`src/rtl/codificador_param_if.sv`:
```
// codificador_param_if: producer/consumer bus of the parametrised code converter.
// The parity signal exists only when CODIFICADOR_PARITY_EN is defined.
interface codificador_param_if #(
  parameter int unsigned WIDTH = 4,
  parameter int unsigned DEPTH = 4
);
  localparam int unsigned CW = $clog2(DEPTH + 1);

  logic             in_valid;
  logic             in_ready;
  logic [WIDTH-1:0] din;
  logic [1:0]       mode;
  logic             out_valid;
  logic             out_ready;
  logic [WIDTH-1:0] dout;
  logic             err;
  logic [CW-1:0]    count;
`ifdef CODIFICADOR_PARITY_EN
  logic             parity;
`endif

  // Producer and consumer side (testbench / surrounding logic)
  modport master (
    output in_valid, din, mode, out_ready,
`ifdef CODIFICADOR_PARITY_EN
    input  parity,
`endif
    input  in_ready, out_valid, dout, err, count
  );

  // Converter side
  modport slave (
    input  in_valid, din, mode, out_ready,
`ifdef CODIFICADOR_PARITY_EN
    output parity,
`endif
    output in_ready, out_valid, dout, err, count
  );
endinterface

```
`src/rtl/codificador_param.sv`:
```
// codificador_param: converts WIDTH-bit words to binary / Gray / excess-3 /
// two's-complement codes and queues them, with an overflow flag, in a
// DEPTH-entry circular FIFO. Defining CODIFICADOR_PARITY_EN adds a stored
// even-parity bit per entry, presented on bus.parity.
module codificador_param #(
  parameter int unsigned WIDTH = 4,
  parameter int unsigned DEPTH = 4
) (
  input  logic               clk,
  input  logic               reset,
  codificador_param_if.slave bus
);

  localparam int unsigned PW = (DEPTH > 1) ? $clog2(DEPTH) : 1;
  localparam int unsigned CW = $clog2(DEPTH + 1);
`ifdef CODIFICADOR_PARITY_EN
  localparam int unsigned EW = WIDTH + 2;
`else
  localparam int unsigned EW = WIDTH + 1;
`endif
  localparam logic [WIDTH-1:0] MOST_NEG = {1'b1, {(WIDTH-1){1'b0}}};
  localparam logic [PW-1:0]    LAST_IDX = PW'(DEPTH - 1);
  localparam logic [CW-1:0]    FULL_CNT = CW'(DEPTH);

  // Storage and pointers
  logic [EW-1:0]    mem [DEPTH];
  logic [PW-1:0]    wptr;
  logic [PW-1:0]    rptr;
  logic [CW-1:0]    cnt;

  // Registered outputs
  logic             in_ready_q;
  logic             out_valid_q;
  logic [WIDTH-1:0] dout_q;
  logic             err_q;
`ifdef CODIFICADOR_PARITY_EN
  logic             parity_q;
`endif

  // Combinational helpers
  logic             push_c;
  logic             pop_c;
  logic [WIDTH-1:0] code_c;
  logic             ovf_c;
  logic [WIDTH:0]   sum_c;
  logic [EW-1:0]    entry_c;
  logic [PW-1:0]    wptr_n;
  logic [PW-1:0]    rptr_n;
  logic [CW-1:0]    cnt_n;
  logic [EW-1:0]    head_n;

  // Handshake decisions depend only on registered flags, never on out_ready->in_ready
  always_comb begin
    push_c = bus.in_valid && in_ready_q;
    pop_c  = out_valid_q && bus.out_ready;
  end

  // Code conversion of the offered word
  always_comb begin
    code_c = bus.din;
    ovf_c  = 1'b0;
    sum_c  = {1'b0, bus.din} + (WIDTH+1)'(3);
    case (bus.mode)
      2'b00: begin
        code_c = bus.din;
        ovf_c  = 1'b0;
      end
      2'b01: begin
        code_c = bus.din ^ (bus.din >> 1);
        ovf_c  = 1'b0;
      end
      2'b10: begin
        code_c = sum_c[WIDTH-1:0];
        ovf_c  = sum_c[WIDTH];
      end
      default: begin
        code_c = ~bus.din + WIDTH'(1);
        ovf_c  = (bus.din == MOST_NEG);
      end
    endcase
  end

  // Pack the FIFO entry: {[parity,] err, code}
  always_comb begin
`ifdef CODIFICADOR_PARITY_EN
    entry_c = {^code_c, ovf_c, code_c};
`else
    entry_c = {ovf_c, code_c};
`endif
  end

  // Next pointer and occupancy values with explicit wrap at DEPTH-1
  always_comb begin
    wptr_n = wptr;
    rptr_n = rptr;
    cnt_n  = cnt;
    if (push_c) begin
      wptr_n = (wptr == LAST_IDX) ? '0 : wptr + PW'(1);
    end
    if (pop_c) begin
      rptr_n = (rptr == LAST_IDX) ? '0 : rptr + PW'(1);
    end
    case ({push_c, pop_c})
      2'b10:   cnt_n = cnt + CW'(1);
      2'b01:   cnt_n = cnt - CW'(1);
      default: cnt_n = cnt;
    endcase
  end

  // Head slot as it will be after this edge; a word written into that slot now bypasses the array
  always_comb begin
    if (push_c && (wptr == rptr_n)) begin
      head_n = entry_c;
    end else begin
      head_n = mem[rptr_n];
    end
  end

  // FIFO storage; cleared on reset so an empty FIFO never presents X
  always_ff @(posedge clk or posedge reset) begin
    if (reset) begin
      for (int i = 0; i < int'(DEPTH); i++) begin
        mem[i] <= '0;
      end
    end else if (push_c) begin
      mem[wptr] <= entry_c;
    end
  end

  // Pointers and occupancy
  always_ff @(posedge clk or posedge reset) begin
    if (reset) begin
      wptr <= '0;
      rptr <= '0;
      cnt  <= '0;
    end else begin
      wptr <= wptr_n;
      rptr <= rptr_n;
      cnt  <= cnt_n;
    end
  end

  // Output registers, loaded with the next-cycle view of the FIFO
  always_ff @(posedge clk or posedge reset) begin
    if (reset) begin
      in_ready_q  <= 1'b1;
      out_valid_q <= 1'b0;
      dout_q      <= '0;
      err_q       <= 1'b0;
`ifdef CODIFICADOR_PARITY_EN
      parity_q    <= 1'b0;
`endif
    end else begin
      in_ready_q  <= (cnt_n != FULL_CNT);
      out_valid_q <= (cnt_n != '0);
      dout_q      <= head_n[WIDTH-1:0];
      err_q       <= head_n[WIDTH];
`ifdef CODIFICADOR_PARITY_EN
      parity_q    <= head_n[WIDTH+1];
`endif
    end
  end

  assign bus.in_ready  = in_ready_q;
  assign bus.out_valid = out_valid_q;
  assign bus.dout      = dout_q;
  assign bus.err       = err_q;
  assign bus.count     = cnt;
`ifdef CODIFICADOR_PARITY_EN
  assign bus.parity    = parity_q;
`endif

endmodule

```
`src/flat_wrapper.sv`:
```
// flat-port wrapper written by rule: the top's interface ports become plain ports
module codificador_param_flat 
#(
  parameter int unsigned WIDTH = 4,
  parameter int unsigned DEPTH = 4
)
  (clk, reset, bus_in_valid, bus_din, bus_mode, bus_out_ready, bus_in_ready, bus_out_valid, bus_dout, bus_err, bus_count);
  codificador_param_if #(.WIDTH(WIDTH), .DEPTH(DEPTH)) bus_i ();
  input  logic clk;
  input  logic reset;
  input wire logic [$bits(bus_i.in_valid)-1:0] bus_in_valid;
  input wire logic [$bits(bus_i.din)-1:0] bus_din;
  input wire logic [$bits(bus_i.mode)-1:0] bus_mode;
  input wire logic [$bits(bus_i.out_ready)-1:0] bus_out_ready;
  output wire logic [$bits(bus_i.in_ready)-1:0] bus_in_ready;
  output wire logic [$bits(bus_i.out_valid)-1:0] bus_out_valid;
  output wire logic [$bits(bus_i.dout)-1:0] bus_dout;
  output wire logic [$bits(bus_i.err)-1:0] bus_err;
  output wire logic [$bits(bus_i.count)-1:0] bus_count;
  assign bus_i.in_valid = bus_in_valid;
  assign bus_i.din = bus_din;
  assign bus_i.mode = bus_mode;
  assign bus_i.out_ready = bus_out_ready;
  assign bus_in_ready = bus_i.in_ready;
  assign bus_out_valid = bus_i.out_valid;
  assign bus_dout = bus_i.dout;
  assign bus_err = bus_i.err;
  assign bus_count = bus_i.count;
  codificador_param #(.WIDTH(WIDTH), .DEPTH(DEPTH)) u_core (.clk(clk), .reset(reset), .bus(bus_i));
endmodule
```
`config.mk`:
```
export PLATFORM = sky130hd
export DESIGN_NAME = codificador_param_flat
export DESIGN_NICKNAME = d
export VERILOG_FILES = /design/src/rtl/codificador_param_if.sv /design/src/rtl/codificador_param.sv /design/src/flat_wrapper.sv
export SDC_FILE = /design/constraint.sdc
export NUM_CORES = 1
export LEC_CHECK = 0
export CORE_MARGIN = 10
export CORE_UTILIZATION = 45
export DETAILED_ROUTE_END_ITERATION = 8
export HOLD_SLACK_MARGIN = 0.15
export PLACE_DENSITY = 0.75
export SYNTH_ARGS = -nofsm -noshare
export SYNTH_HDL_FRONTEND = slang
export SYNTH_SLANG_ARGS = --single-unit
```
`constraint.sdc`:
```
create_clock -name clk -period 2.2 [get_ports clk]
set_input_delay 0.44 -clock clk [delete_from_list [all_inputs] [get_ports clk]]
set_output_delay 0.44 -clock clk [all_outputs]
set_load 0.05 [all_outputs]
```
Figure 1. The metal 1 layer.
The bar under the picture is 20 microns long. Supply wires on this layer in gray.
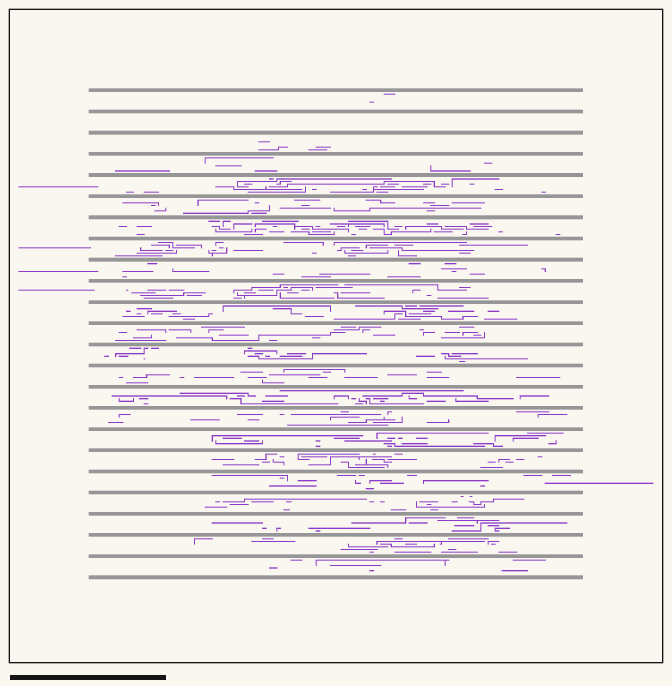
The longest straight run is 23.5 microns. The layer carries 1520 microns of wire. The layer holds 46% of the routed length. The wires run mostly horizontal.

==> flow_summary.json <==
{
  "cts.clk_slew.worst_paths_ns": 0.07,
  "synth_nets": 193,
  "die_h_microns": 83.8,
  "hold_path.class": "reg -> reg",
  "r2r_slack_ns": 0.30,
  "hp-start": "u_core.mem[17]",
  "yosysWarningCount": 0,
  "cp-startpoint": "bus_in_valid",
  "most_common_cell": "dfrtp_1",
  "worstSetupPathType": "in -> reg",
  "highest_layer": "met4",
  "internal_power_mw": 1.93,
  "dp_cells": 244,
  "areaGrowthSynthToFinish_pct": 21.1,
  "finClkSkew_ns": 0.00523,
  "switchingPower_mw": 1.31,
  "status": "complete, no violations",
  "power_frac_clock_pct": 14.5,
  "pg_clk_uw": 472,
  "hold_ws_ns": 0.485
}
Figure 2. M2 wires.
Cells faint in the background.
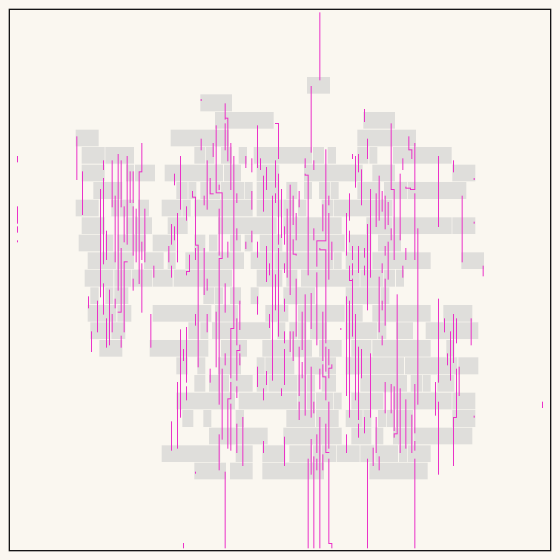
The longest straight run is 28.6 microns. The layer carries 1560 microns of wire. The wires run mostly vertical. The layer holds 47% of the routed length. 183 nets have wire on it.

through the flow:
| stage | total power, mW | instance area [sq um] | setup WS [ns] |
|---|---|---|---|
| after floorplan | 2.34 | 1830 | 0.0595 |
| after global placement | 2.76 | 2110 | -0.103 |
| after detailed placement | 2.79 | 2110 | -0.151 |
| after CTS | 3.28 | 2200 | 0.0922 |
| after global routing | 3.51 | 2210 | -0.00139 |
| final | 3.25 | 2210 | 0.0901 |
layout make-up:
class	instances	area [sq um]	area share, %
Clock buffer	7	86.3	3.90
Multi-Input combinational cell	119	878	39.7
Inverter	12	45.0	2.03
Sequential cell	34	852	38.5
Timing Repair Buffer	30	285	12.9
Clock inverter	1	5.00	0.226
Tap cell	50	62.6	2.82
registers in the layout, indices dropped and copies added, names as in the netlist:
| register | count |
|---|---|
| u_core.rptr | 2 |
| u_core.bus.count | 3 |
| u_core.bus.out_valid | 1 |
| u_core.bus.dout | 4 |
| u_core.bus.err | 1 |
| u_core.wptr | 2 |
| u_core.bus.in_ready | 1 |
| u_core.mem | 20 |
placed cells by master, fill, tap and decap left out, types with 5 or more instances in the layout:
cell / count
o21ai_0: 19
mux2_2: 5
nand2_1: 31
o21ai_1: 5
mux2i_1: 16
clkdlybuf4s50_1: 19
clkbuf_8: 6
inv_1: 11
buf_4: 10
dfrtp_1: 33
ha_1: 11
critical path, delay by kind of cell:
kind	cells	cell delay [ns]
xor+xnor	2	0.39
simple gates	3	0.42
fa+ha+maj	2	0.56
buf+inv	3	0.52
final timing paths:
kind / depth (start not counted) / to
setup / recovery: 10 / u_core.bus.out_valid
hold / removal: 2 / u_core.mem[17]
setup reg to reg: 9 / u_core.bus.out_valid
hold reg to reg: 2 / u_core.mem[17]
max in group asynchronous: 3 / u_core.bus.in_ready
min in group asynchronous: 3 / u_core.bus.count[2]
Power is estimated from default activity; no workload was simulated.
